## src/rtl/vram_write_arbiter_pkg.sv

```systemverilog
// Shared types and constants for the VRAM write path: display geometry defaults,
// the ILI9341 pixel type and the arbiter state encoding.
package vram_write_arbiter_pkg;

    typedef logic [15:0] ILI9341_color_t;
    localparam ILI9341_color_t BLACK = 16'h0000;

    localparam int DISPLAY_WIDTH_DEF  = 240;
    localparam int DISPLAY_HEIGHT_DEF = 320;
    localparam int VRAM_L_DEF         = DISPLAY_WIDTH_DEF * DISPLAY_HEIGHT_DEF;
    localparam int VRAM_AW_DEF        = $clog2(VRAM_L_DEF);
    localparam int COORD_W            = 9;
    localparam int N_REQ              = 2;

    typedef enum logic {
        S_VRAM_CLEARING = 1'b0,
        S_VRAM_ACTIVE   = 1'b1
    } vram_state_t;

    typedef struct packed {
        logic [COORD_W-1:0] x;
        logic [COORD_W-1:0] y;
        ILI9341_color_t     color;
    } vram_draw_t;

    // Out-of-range coordinates are still accepted by the arbiter but never written.
    function automatic logic coord_in_range(
        input logic [COORD_W-1:0] x,
        input logic [COORD_W-1:0] y,
        input int                 width,
        input int                 height
    );
        return (int'(x) < width) && (int'(y) < height);
    endfunction

endpackage

```

## src/rtl/vram_write_arbiter_if.sv

```systemverilog
// Bundle between the two pixel requesters, the arbiter and the block_ram write port.
// master = requester/VRAM side, slave = the arbiter itself.
interface vram_write_arbiter_if
    import vram_write_arbiter_pkg::*;
#(
    parameter int AW     = VRAM_AW_DEF,
    parameter int VRAM_W = 16
);
    logic                    clear_req;
    logic [N_REQ-1:0]        draw_valid;
    vram_draw_t [N_REQ-1:0]  draw;
    logic [N_REQ-1:0]        draw_ready;
    logic                    vram_wr_ena;
    logic [AW-1:0]           vram_wr_addr;
    logic [VRAM_W-1:0]       vram_wr_data;
    logic                    busy;
    logic                    clear_done;

    modport slave (
        input  clear_req, draw_valid, draw,
        output draw_ready, vram_wr_ena, vram_wr_addr, vram_wr_data, busy, clear_done
    );

    modport master (
        output clear_req, draw_valid, draw,
        input  draw_ready, vram_wr_ena, vram_wr_addr, vram_wr_data, busy, clear_done
    );

endinterface

```

## src/rtl/vram_write_arbiter_rr_arbiter2.sv

```systemverilog
// Two-way round-robin grant. The grant is combinational and doubles as the accept
// strobe, so last_grant moves only on an actual handshake.
module rr_arbiter2 (
    input  logic       clk,
    input  logic       rst,
    input  logic [1:0] i_req,
    input  logic       i_enable,
    output logic [1:0] o_grant
);
    logic r_last_grant;

    // Grant selection: a lone requester wins, a tie goes to the one not served last.
    always_comb begin
        o_grant = 2'b00;
        if (i_enable) begin
            case (i_req)
                2'b01:   o_grant = 2'b01;
                2'b10:   o_grant = 2'b10;
                2'b11:   o_grant = r_last_grant ? 2'b01 : 2'b10;
                default: o_grant = 2'b00;
            endcase
        end else begin
            o_grant = 2'b00;
        end
    end

    // Remember who was served; reset to 1 so requester 0 wins the first tie.
    always_ff @(posedge clk) begin
        if (rst) begin
            r_last_grant <= 1'b1;
        end else if (o_grant[0]) begin
            r_last_grant <= 1'b0;
        end else if (o_grant[1]) begin
            r_last_grant <= 1'b1;
        end else begin
            r_last_grant <= r_last_grant;
        end
    end

endmodule

```

## src/rtl/vram_write_arbiter.sv

```systemverilog
// Sole owner of the VRAM write port: full-screen clear after reset or on request,
// then round-robin pixel writes from two requesters with (x,y) -> linear address.
module vram_write_arbiter
    import vram_write_arbiter_pkg::*;
#(
    parameter int                DISPLAY_WIDTH  = DISPLAY_WIDTH_DEF,
    parameter int                DISPLAY_HEIGHT = DISPLAY_HEIGHT_DEF,
    parameter int                VRAM_L         = DISPLAY_WIDTH * DISPLAY_HEIGHT,
    parameter int                VRAM_W         = 16,
    parameter logic [VRAM_W-1:0] CLEAR_COLOR    = VRAM_W'(BLACK)
) (
    input  logic                 clk,
    input  logic                 rst,
    vram_write_arbiter_if.slave  bus
);
    localparam int            AW        = $clog2(VRAM_L);
    localparam logic [AW-1:0] LAST_ADDR = AW'(VRAM_L - 1);
    localparam logic [AW-1:0] ROW_PITCH = AW'(DISPLAY_WIDTH);

    vram_state_t       r_state;
    logic [AW-1:0]     r_clear_cnt;
    logic              r_wr_ena;
    logic [AW-1:0]     r_wr_addr;
    logic [VRAM_W-1:0] r_wr_data;
    logic              r_clear_done;

    vram_state_t       w_state_next;
    logic [AW-1:0]     w_clear_cnt_next;
    logic              w_wr_ena_next;
    logic [AW-1:0]     w_wr_addr_next;
    logic [VRAM_W-1:0] w_wr_data_next;
    logic              w_clear_done_next;

    logic              w_arb_enable;
    logic [1:0]        w_grant;
    logic              w_sel;
    vram_draw_t        w_sel_draw;
    logic              w_in_range;
    logic [AW-1:0]     w_draw_addr;

    // Draws are only offered in ACTIVE and lose to a same-cycle clear request or reset.
    assign w_arb_enable = (r_state == S_VRAM_ACTIVE) && !bus.clear_req && !rst;

    rr_arbiter2 u_rr_arbiter2 (
        .clk      (clk),
        .rst      (rst),
        .i_req    (bus.draw_valid),
        .i_enable (w_arb_enable),
        .o_grant  (w_grant)
    );

    assign w_sel       = w_grant[1];
    assign w_sel_draw  = bus.draw[w_sel];
    assign w_in_range  = coord_in_range(w_sel_draw.x, w_sel_draw.y, DISPLAY_WIDTH, DISPLAY_HEIGHT);
    // y < H guarantees y*W+x < L, so the AW-bit product cannot overflow when used.
    assign w_draw_addr = AW'(w_sel_draw.y) * ROW_PITCH + AW'(w_sel_draw.x);

    // Next-state and next-output logic for the clear / draw state machine.
    always_comb begin
        w_state_next      = r_state;
        w_clear_cnt_next  = r_clear_cnt;
        w_wr_ena_next     = 1'b0;
        w_wr_addr_next    = r_wr_addr;
        w_wr_data_next    = r_wr_data;
        w_clear_done_next = 1'b0;
        case (r_state)
            S_VRAM_CLEARING: begin
                w_wr_ena_next  = 1'b1;
                w_wr_addr_next = r_clear_cnt;
                w_wr_data_next = CLEAR_COLOR;
                if (r_clear_cnt == LAST_ADDR) begin
                    w_state_next      = S_VRAM_ACTIVE;
                    w_clear_cnt_next  = {AW{1'b0}};
                    w_clear_done_next = 1'b1;
                end else begin
                    w_clear_cnt_next  = r_clear_cnt + AW'(1);
                end
            end
            S_VRAM_ACTIVE: begin
                if (bus.clear_req) begin
                    w_state_next     = S_VRAM_CLEARING;
                    w_clear_cnt_next = {AW{1'b0}};
                end else if ((|w_grant) && w_in_range) begin
                    w_wr_ena_next  = 1'b1;
                    w_wr_addr_next = w_draw_addr;
                    w_wr_data_next = VRAM_W'(w_sel_draw.color);
                end else begin
                    w_wr_ena_next  = 1'b0;
                end
            end
            default: begin
                w_state_next     = S_VRAM_CLEARING;
                w_clear_cnt_next = {AW{1'b0}};
            end
        endcase
    end

    // State and registered write-port outputs.
    always_ff @(posedge clk) begin
        if (rst) begin
            r_state      <= S_VRAM_CLEARING;
            r_clear_cnt  <= {AW{1'b0}};
            r_wr_ena     <= 1'b0;
            r_wr_addr    <= {AW{1'b0}};
            r_wr_data    <= {VRAM_W{1'b0}};
            r_clear_done <= 1'b0;
        end else begin
            r_state      <= w_state_next;
            r_clear_cnt  <= w_clear_cnt_next;
            r_wr_ena     <= w_wr_ena_next;
            r_wr_addr    <= w_wr_addr_next;
            r_wr_data    <= w_wr_data_next;
            r_clear_done <= w_clear_done_next;
        end
    end

    assign bus.draw_ready   = w_grant;
    assign bus.vram_wr_ena  = r_wr_ena;
    assign bus.vram_wr_addr = r_wr_addr;
    assign bus.vram_wr_data = r_wr_data;
    assign bus.busy         = (r_state == S_VRAM_CLEARING);
    assign bus.clear_done   = r_clear_done;

endmodule

```

## src/flat_wrapper.sv

```systemverilog
// flat-port wrapper written by rule: the top's interface ports become plain ports
module vram_write_arbiter_flat import vram_write_arbiter_pkg::*;
#(
    parameter int                DISPLAY_WIDTH  = DISPLAY_WIDTH_DEF,
    parameter int                DISPLAY_HEIGHT = DISPLAY_HEIGHT_DEF,
    parameter int                VRAM_L         = DISPLAY_WIDTH * DISPLAY_HEIGHT,
    parameter int                VRAM_W         = 16,
    parameter logic [VRAM_W-1:0] CLEAR_COLOR    = VRAM_W'(BLACK)
)
  (clk, rst, bus_clear_req, bus_draw_valid, bus_draw, bus_draw_ready, bus_vram_wr_ena, bus_vram_wr_addr, bus_vram_wr_data, bus_busy, bus_clear_done);
  vram_write_arbiter_if #(.AW((4)), .VRAM_W(VRAM_W)) bus_i ();
  input  logic clk;
  input  logic rst;
  input wire logic [$bits(bus_i.clear_req)-1:0] bus_clear_req;
  input wire logic [$bits(bus_i.draw_valid)-1:0] bus_draw_valid;
  input wire logic [$bits(bus_i.draw)-1:0] bus_draw;
  output wire logic [$bits(bus_i.draw_ready)-1:0] bus_draw_ready;
  output wire logic [$bits(bus_i.vram_wr_ena)-1:0] bus_vram_wr_ena;
  output wire logic [$bits(bus_i.vram_wr_addr)-1:0] bus_vram_wr_addr;
  output wire logic [$bits(bus_i.vram_wr_data)-1:0] bus_vram_wr_data;
  output wire logic [$bits(bus_i.busy)-1:0] bus_busy;
  output wire logic [$bits(bus_i.clear_done)-1:0] bus_clear_done;
  assign bus_i.clear_req = bus_clear_req;
  assign bus_i.draw_valid = bus_draw_valid;
  assign bus_i.draw = bus_draw;
  assign bus_draw_ready = bus_i.draw_ready;
  assign bus_vram_wr_ena = bus_i.vram_wr_ena;
  assign bus_vram_wr_addr = bus_i.vram_wr_addr;
  assign bus_vram_wr_data = bus_i.vram_wr_data;
  assign bus_busy = bus_i.busy;
  assign bus_clear_done = bus_i.clear_done;
  vram_write_arbiter #(.DISPLAY_WIDTH(DISPLAY_WIDTH), .DISPLAY_HEIGHT(DISPLAY_HEIGHT), .VRAM_L(VRAM_L), .VRAM_W(VRAM_W), .CLEAR_COLOR(CLEAR_COLOR)) u_core (.clk(clk), .rst(rst), .bus(bus_i));
endmodule
```

## config.mk

```make
export PLATFORM = sky130hd
export DESIGN_NAME = vram_write_arbiter_flat
export DESIGN_NICKNAME = d
export VERILOG_FILES = /design/src/rtl/vram_write_arbiter_pkg.sv /design/src/rtl/vram_write_arbiter_if.sv /design/src/rtl/vram_write_arbiter_rr_arbiter2.sv /design/src/rtl/vram_write_arbiter.sv /design/src/flat_wrapper.sv
export SDC_FILE = /design/constraint.sdc
export NUM_CORES = 1
export LEC_CHECK = 0
export CAP_MARGIN = 0
export CORE_ASPECT_RATIO = 1.1
export CORE_MARGIN = 3
export CORE_UTILIZATION = 39
export DETAILED_ROUTE_END_ITERATION = 6
export PLACE_DENSITY = 0.74
export SYNTH_ARGS = -nofsm -noshare
export SYNTH_HDL_FRONTEND = slang
export SYNTH_SLANG_ARGS = --single-unit
```

## constraint.sdc

```tcl
create_clock -name clk -period 2.2 [get_ports clk]
set_clock_uncertainty 0.05 [all_clocks]
set_input_delay 0.44 -clock clk [delete_from_list [all_inputs] [get_ports clk]]
set_output_delay 0.44 -clock clk [all_outputs]
set_load 0.1 [all_outputs]
```

run_1/m1.png
Scale bar: 20 um. Supply wires on this layer in grey.
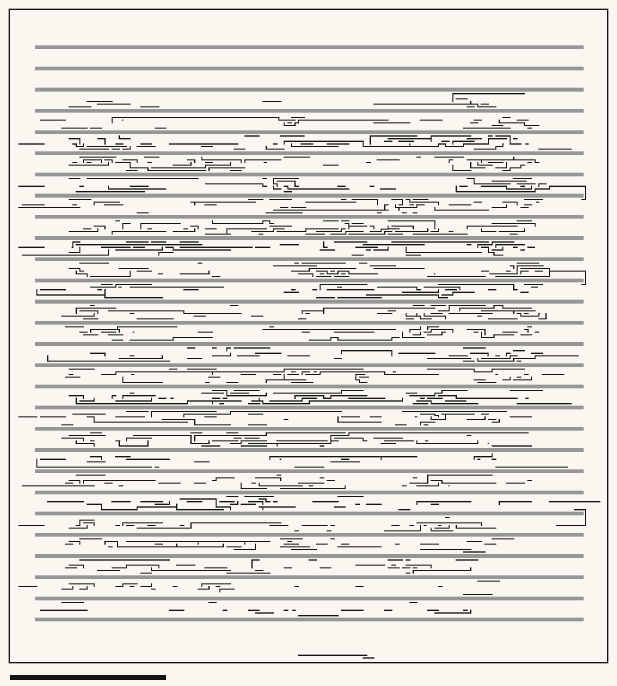
share of all routed wire	41%
longest straight run	23.0 um
nets with wire on the layer	381
wire length on this layer	2,500 um
main direction	horizontal
drt total wl: 6.11 mm
grt met1 use: 0.203

run_1/m2.png
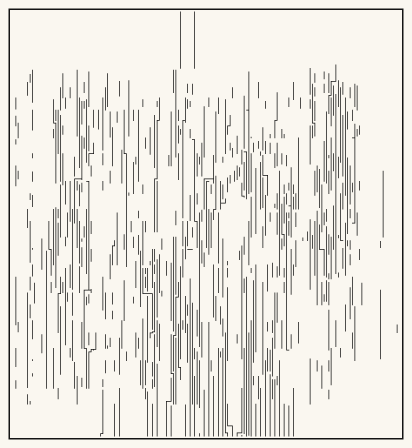
main direction	vertical
nets with wire on the layer	355
wire length on this layer	3,020 um
longest straight run	35.0 um
share of all routed wire	49%
via count: 2,263
met2 GRT Util: 0.333

==> CHANGELOG.md, run 1 <==
### Physical design

* Per-cell via count in the routed design at 5.09
* Logic area at 0.00124 mm2
* Final period utilization at 0.979
* Flop area at 821 um2
* Length of the first detailed-routing pass in iterations at 4
* Post-synthesis instance area at roughly 0.0021 mm2
* Die extent in y at 83.7 um
* Proportion of netlist area held by the largest area contributor at 0.384
* IR drop worst, VDD at 293 uV
* Overall Global Routing Usage at 0.188
* Largest cells by area after synthesis: dfxtp_1 (38%), nand2_1 (9.8%), a311oi_2 (6.3%)
* Cell Type Count at 51
* Synthesized-area fraction occupied by ao, oa, aoi and oai cells at 0.269
* Top Ports at roughly 98
* MUX area fraction at 0.0199
* Worst path slowest cell: or3_1
* Root buffer cell: clkbuf_8
* Gate Count Post-Synth at roughly 250
* Total Negative Setup Slacks at 0 ns
* Overflow left after global routing at 0
* Cells traversed along the worst timing path: clkdlybuf4s50_1 > or3_1 > nor2_4 > buf_12
* Tool warning count at 39
* Synth Area in Simple Gates at 0.264
* Layout overhead on the synthesized area at 60.3%
* Tightest Hold Check Type: reg2reg
* Number of synthesized register bits at 41
* Share of the core filled with cells in the final layout at 0.663
* Rows at 27
* Tmin final at approximately 2.2 ns
* Synth Flop Type: dfxtp_1
* P_leak at 1.32 nW
* PnR Total Power at 0.00170 W
* Type of element capturing the critical path: primary output
* Final cell count without fillers at 445
* Synthesized area per cell at 8.42 um2
* Maximum buffer depth of the clock tree at 2
* Initial core utilization at 0.414
* Antenna violations before repair at 0
* Area of the core region at between 0.005 and 0.006 mm2
* Setup Viol. Count Final at 0
* Worst max-slew margin expressed relative to the limit at 0.582
* Setup crit start kind: input port
* Latency at later pin at 0.29 ns
* Diodes inserted at 0
* Actual slew at the worst max-slew pin at approximately 0.62 ns
* Cell taking the most area after synthesis: dfxtp_1
* Fill count at between 400 and 500
* Die outline width at 76.6 um
* Crit path DRT at 1.71 ns
* ANT nets after route at 0
* Largest fanout on the critical path at 3
* Number of buffer cells added on primary ports at 85
* Number of flops mapped to enable cells by yosys at 0
* Max Transition Viols Final at 0
* Reg clk slew, reported paths at 0.08 ns
* CTS tree: done
* Count of H-tree levels built during CTS at 2
* Arrival time at the worst endpoint at 1.66 ns
* TritonCTS Sinks at about 41
* Run status: finished clean
* Total of max-cap violations at 0
* Cell types with the highest counts after synthesis: nand2_1 (56), dfxtp_1 (41), nor2_1 (23)
* Fmax at 464 MHz
* CP Class: in2out
* Fraction of registers with async set or reset after synthesis at 0
* Chip area at 0.00641 mm2
* DP Wirelength at about 4.6 mm
* Post-layout net count at 446
* Stage delay of the slowest cell on the critical path at 0.46 ns
* Violation count after the first detailed-route iteration at 66
* Routability congestion estimate at 0.790
* Layout cells sized above 1 at 0.257
* Number of buffers inserted during clock tree synthesis at 5
* Syn Nets at approximately 330
* Post-synth seq share at 0.384
* Power density of the placed cells at 496 mW/mm2
* DRC Markers at 0
* Worst Setup Slack post-DPL at -0.339 ns
* Main logic family after synthesis: AND-OR/OR-AND gates
* Number of hold violations in the final report at 0
* Pin count of the biggest net entering global routing at 22
* Yosys warning tally at 0
* Setup slack of the critical path after layout at approximately 0.045 ns
* Adder-cell share of the synthesized area at 0.00585
* Xor and xnor area share after synthesis at 0.0123
* Number of global-route vias before repair at 2,257
* Wire length of the first global-routing pass at 9.87 mm
* Cell count after placement at 429
* Yosys-reported design area after synthesis at 0.00214 mm2
* Wirelength per Cell at around 14 um
* Yosys top cell by instances: nand2_1
* Yosys Instances at 254
run_1/m3.png
Scale bar: 20 um. Cells faint in the background.
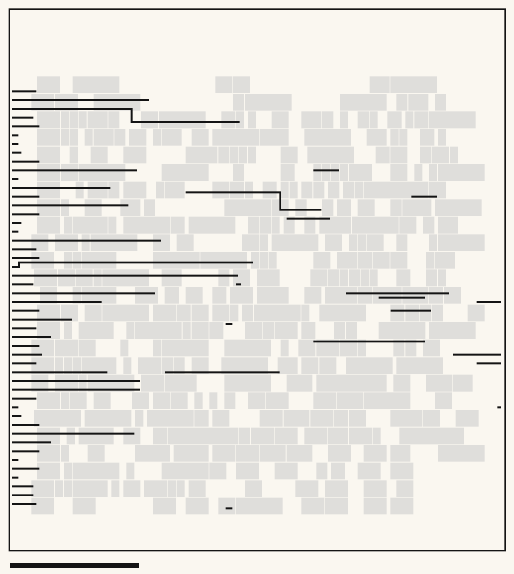
wire length on this layer	534 um
longest straight run	36.1 um

## run 1: critical path, delay by kind of cell
kind / cells / cell delay (ns)
buf+inv: 2 / 0.63
simple gates: 2 / 0.59
## run 1: repair_timing
| action | in CTS | in global routing |
|---|---|---|
| pin swaps | 1 | 3 |
| hold buffers | 0 | 0 |
| resized | 2 | 3 |
| endpoints found under the setup margin | 2 | 17 |
| buffers inserted | 0 | 7 |
| hold endpoints to repair | 0 | 0 |
| gates cloned | 0 | 1 |
## run 1: stage by stage
stage / instance area (um2) / hold slack [ns]
after global routing: 3430 / 0.480
after floorplan: 2150 / 0.393
final: 3430 / 0.443
after detailed placement: 3220 / 0.427
after CTS: 3360 / 0.441
after global placement: 3220 / 0.425
## run 1: layout make-up
class,instances,area share
Sequential cell,41,0.240
Timing Repair Buffer,124,0.331
Clock inverter,3,0.0190
Tap cell,72,0.0263
Multi-Input combinational cell,197,0.361
Clock buffer,5,0.0201
Inverter,3,0.00329
## run 1: cell families (layout without fill, tap and decap cells)
logic type,count (synthesis),in the layout
buffers and inverters,16,135
and+or+nand+nor,117,117
adders and majority gates,1,1
muxes,4,4
AOI/OAI and AO/OA,72,72
xor gates and xnor gates,3,3
DFF,41,41
## run 1: where the power goes
part	switching, W	internal [W]
Combinational	0.0000869	0.000140
Sequential	0.00000503	0.000750
Clock	0.000268	0.000451
Total	0.000360	0.00134
## run 1: sequential cells by signal, summed over array words and instances, names as in the netlist
signal and flops:
u_core.bus.clear_done 1, u_core.r_clear_cnt 17, u_core.u_rr_arbiter2.r_last_grant 1, u_core.r_wr_addr 4, u_core.r_state 1, u_core.bus.vram_wr_ena 1
u_core.bus.vram_wr_data 16
## run 1: placed cells by master, fill, tap and decap left out, drive strengths merged, types with 2 or more instances in the layout
cell type / instances
a211oi: 2
a21boi: 4
a21oi: 12
a311oi: 15
a31oi: 6
and2: 4
and3: 5
and4: 2
buf: 64
bufinv: 2
clkbuf: 5
clkdlybuf4s50: 59
dfxtp: 41
inv: 3
mux2: 2
mux2i: 2
nand2: 56
nand2b: 3
nand3: 6
nand4: 3
nor2: 24
nor2b: 3
nor3: 4
nor4: 2
o21a: 2
o21ai: 20
o31ai: 4
o41ai: 4
xnor2: 2
## run 1: worst paths after layout
path | end | cells after the start | slack, ns | start
worst max register to register | u_core.r_clear_cnt[11] | 9 | 0.25 | u_core.r_clear_cnt[0]
worst min-delay path | u_core.r_clear_cnt[14] | 1 | 0.44 | u_core.r_clear_cnt[14]
worst max-delay path | bus_draw_ready[0] | 4 | 0.05 | bus_clear_req
worst min register to register | u_core.r_clear_cnt[14] | 1 | 0.44 | u_core.r_clear_cnt[14]
## run 1: routing by layer
| metal | part of all wire | global-route usage | up-vias |
|---|---|---|---|
| li1 | - | - | 1154 |
| met5 | 0 | 0 | - |
| met1 | 0.41 | 0.203 | 1032 |
| met4 | 0.0087 | 0.0560 | 0 |
| met2 | 0.49 | 0.333 | 73 |
| met3 | 0.087 | 0.0788 | 4 |
==> run 2: changes to the inputs <==
--- a/config.mk
+++ b/config.mk
@@ -9,8 +9,10 @@
 export CORE_ASPECT_RATIO = 1.1
 export CORE_MARGIN = 3
 export CORE_UTILIZATION = 39
+export CTS_CLUSTER_SIZE = 24
 export DETAILED_ROUTE_END_ITERATION = 6
 export PLACE_DENSITY = 0.74
+export SLEW_MARGIN = 20
 export SYNTH_ARGS = -nofsm -noshare
 export SYNTH_HDL_FRONTEND = slang
 export SYNTH_SLANG_ARGS = --single-unit
run_2/gates.png
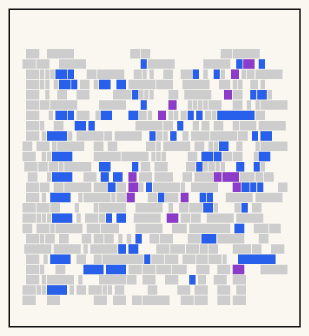
colour	family	cells
blue	aoi and oai cells	69
purple	and/or cells	14

==> run 2 against run 1 <==
- global-route usage is the same
- highest routed layer unchanged
- via count unchanged
- sequential share of layout area unchanged
- die size unchanged
- design area stayed put
- core utilization stayed put
- fmax stayed put
- non-clock buffer count did not move
- synthesized cell count unchanged
- combinational power hardly changed
- critical path depth stayed put
- worst setup slack is the same
==> CHANGELOG.md, run 2 <==
### Physical design

* Run status: finished clean
* Cell taking the most area after synthesis: dfxtp_1
* Initial core utilization at 0.414
* Largest register FFs at 17
* Largest fanout on the critical path at 3
* Violation count after the first detailed-route iteration at ~66
* DRC Markers at 0
* DP Wirelength at 4.62 mm
* Type of element capturing the critical path: primary output
* Wire length of the first global-routing pass at 9.87 mm
* ANT nets after route at 0
* Post-synth seq share at 0.384
* Number of buffers inserted during clock tree synthesis at 5
* Count of H-tree levels built during CTS at 2
* Syn Nets at between 300 and 400
* Pin count of the biggest net entering global routing at 22
* Rows at 27
* Number of synthesized register bits at 41
* Post-layout net count at 446
* Top cells excl fill/tap: clkdlybuf4s50_1 (59), buf_4 (57), nand2_1 (56)
* Number of global-route vias before repair at ~2,300
* Area of the core region at about 0.0052 mm2
* Placement Cell Area at about 0.0032 mm2
* Buffers and inverters on the worst path at 2
* Number of flops mapped to enable cells by yosys at 0
* Family with the most delay on the worst path: buffers and inverters
* Worst min-delay path endpoint: u_core.r_clear_cnt[14]
* Proportion of netlist area held by the largest area contributor at 0.384
* Fraction of registers with async set or reset after synthesis at 0
* Power density of the placed cells at approximately 500 mW/mm2
* Yosys top cell by instances: nand2_1
* Share of the core filled with cells in the final layout at 0.663
* Launching point of the worst reg2reg path: u_core.r_clear_cnt[0]
* Max Transition Viols Final at 0
* Top Ports at 98
* Gate Count Post-Synth at 254
* Overflow left after global routing at 0
* Routability congestion estimate at 0.790
* Wirelength per Cell at 13.7 um
* Hold Path Origin: u_core.r_clear_cnt[14]
* Die extent in y at roughly 84 um
* Diodes inserted at 0
* Actual slew at the worst max-slew pin at 0.621 ns
* Worst hold path depth at 1
* Design area at 0.00343 mm2
* Chip area at roughly 0.0064 mm2
* Latency at later pin at 0.29 ns
* Most flops, register: u_core.r_clear_cnt
* Layout overhead on the synthesized area at 60.3%
* P_leak at about 1.3 nW
* Reg-to-reg endpoint: u_core.r_clear_cnt[11]
* Top logic cell by instance count in the layout: clkdlybuf4s50_1
* Via count at 2,263
* Number of buffer cells added on primary ports at approximately 85
* Largest cells by area after synthesis: dfxtp_1 (38%), nand2_1 (9.8%), a311oi_2 (6.3%)
* Die outline width at 76.6 um
* Path depth of the worst reg2reg path at 9
* Maximum buffer depth of the clock tree at 2
* Synthesized area per cell at roughly 8.4 um2
* Yosys warning tally at 0
* Cell types with the highest counts after synthesis: nand2_1 (56), dfxtp_1 (41), nor2_1 (23)
* Worst reg-to-reg setup slack at 0.25 ns
* Layout cells sized above 1 at 0.257
* Yosys Instances at 254
* Setup crit start kind: input port
* Root buffer cell: clkbuf_8
* Worst max-slew margin expressed relative to the limit at 0.582
* Reg clk slew, reported paths at about 0.080 ns
* CP Class: in2out
* Overall Global Routing Usage at 0.188
* Setup Viol. Count Final at 0
* Number of hold violations in the final report at 0
* Fmax at 464 MHz
* IR drop worst, VDD at 293 uV
* CP startpoint: bus_clear_req
* Arrival time at the worst endpoint at 1.66 ns
* Cell Type Count at 51
* Fill count at 434
* Stage delay of the slowest cell on the critical path at roughly 0.46 ns
* Yosys-reported design area after synthesis at 0.00214 mm2
* Cells traversed along the worst timing path: clkdlybuf4s50_1 > or3_1 > nor2_4 > buf_12
* Length of the first detailed-routing pass in iterations at 4
* Tightest Hold Check Type: reg2reg
* Synth Flop Type: dfxtp_1
* Final period utilization at 0.979
* Tool warning count at 39
* Crit path DRT at 1.71 ns
* Tmin final at 2.15 ns
* Worst path slowest cell: or3_1
* Post-cts hold-fix buffer tally at 0
* Drt total wl at approximately 6.1 mm
* Post-synthesis instance area at around 0.0021 mm2
* CTS tree: done
* Per-cell via count in the routed design at roughly 5
* Total of max-cap violations at 0
* Antenna violations before repair at 0
run_2/clock_nets.png
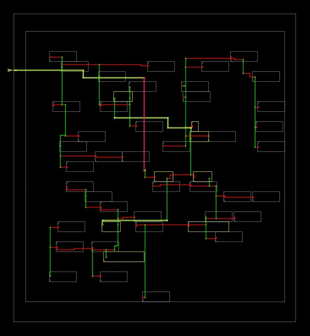
Flops: 41
TritonCTS Sinks: 41

run 2: cell counts after synthesis:
No cell type changed its count.
run 2: cell type report:
type,count,area [um2],share of cell area
flip-flops and latches,41,821,0.240
repair buffers,124,1130,0.331
multi-input cells,197,1240,0.361
clock buffers,5,68.8,0.0201
inverters,3,11.3,0.00329
clock inverters,3,65.1,0.0190
well taps,72,90.1,0.0263
run 2: routing by layer:
metal | part of all wire | routed length [um] | up-vias | track usage
met5 | 0 | 0 | - | 0
met4 | 0.0087 | 53 | 0 | 0.0560
met3 | 0.087 | 533 | 4 | 0.0788
met2 | 0.49 | 3020 | 73 | 0.333
met1 | 0.41 | 2500 | 1032 | 0.203
li1 | - | - | 1154 | -
run 2: kinds of logic after synthesis:
logic type,after synthesis,share of synthesized area
mux,4,0.0199
simple gates,117,0.264
flops,41,0.384
xor+xnor,3,0.0123
fa+ha+maj,1,0.00585
compound gates,72,0.269
buf+inv,16,0.0445
run 2: power by group:
group	switching, W	internal, W
Sequential	0.00000503	0.000750
Clock	0.000268	0.000451
Combinational	0.0000869	0.000140
run 2: worst max path at each step:
stage / to / slack (ns) / cells past startpoint
6_report: bus_draw_ready[0] / 0.05 / 4
5_1_grt: u_core.bus.vram_wr_data[1] / -0.01 / 9
4_1_cts: bus_draw_ready[0] / 0.04 / 4
3_5_place_dp: u_core.r_wr_addr[3] / -0.34 / 8
3_3_place_gp: u_core.r_wr_addr[3] / -0.24 / 8
2_1_floorplan: bus_draw_ready[1] / -0.11 / 5
run 2: timing repair:
action | in CTS | in global routing
gates resized | 2 | 3
cloned | 0 | 1
setup endpoints to repair | 2 | 17
pin swaps | 1 | 3
hold endpoints to repair | 0 | 0
setup buffers | 0 | 7
run 2: per-stage QoR:
| step | std cells | setup TNS (ns) | hold slack (ns) | total power (W) | setup slack (ns) |
|---|---|---|---|---|---|
| 3_3_place_gp | 429 | -4.09 | 0.425 | 0.000990 | -0.237 |
| 2_1_floorplan | 254 | -1.01 | 0.393 | 0.000854 | -0.114 |
| 5_1_grt | 445 | -0.0120 | 0.480 | 0.00177 | -0.0120 |
| 6_report | 445 | 0 | 0.443 | 0.00170 | 0.0452 |
| 3_5_place_dp | 429 | -5.33 | 0.427 | 0.000992 | -0.339 |
| 4_1_cts | 437 | 0 | 0.441 | 0.00171 | 0.0374 |
No activity file was given, so power comes from the tool's default toggle rates.
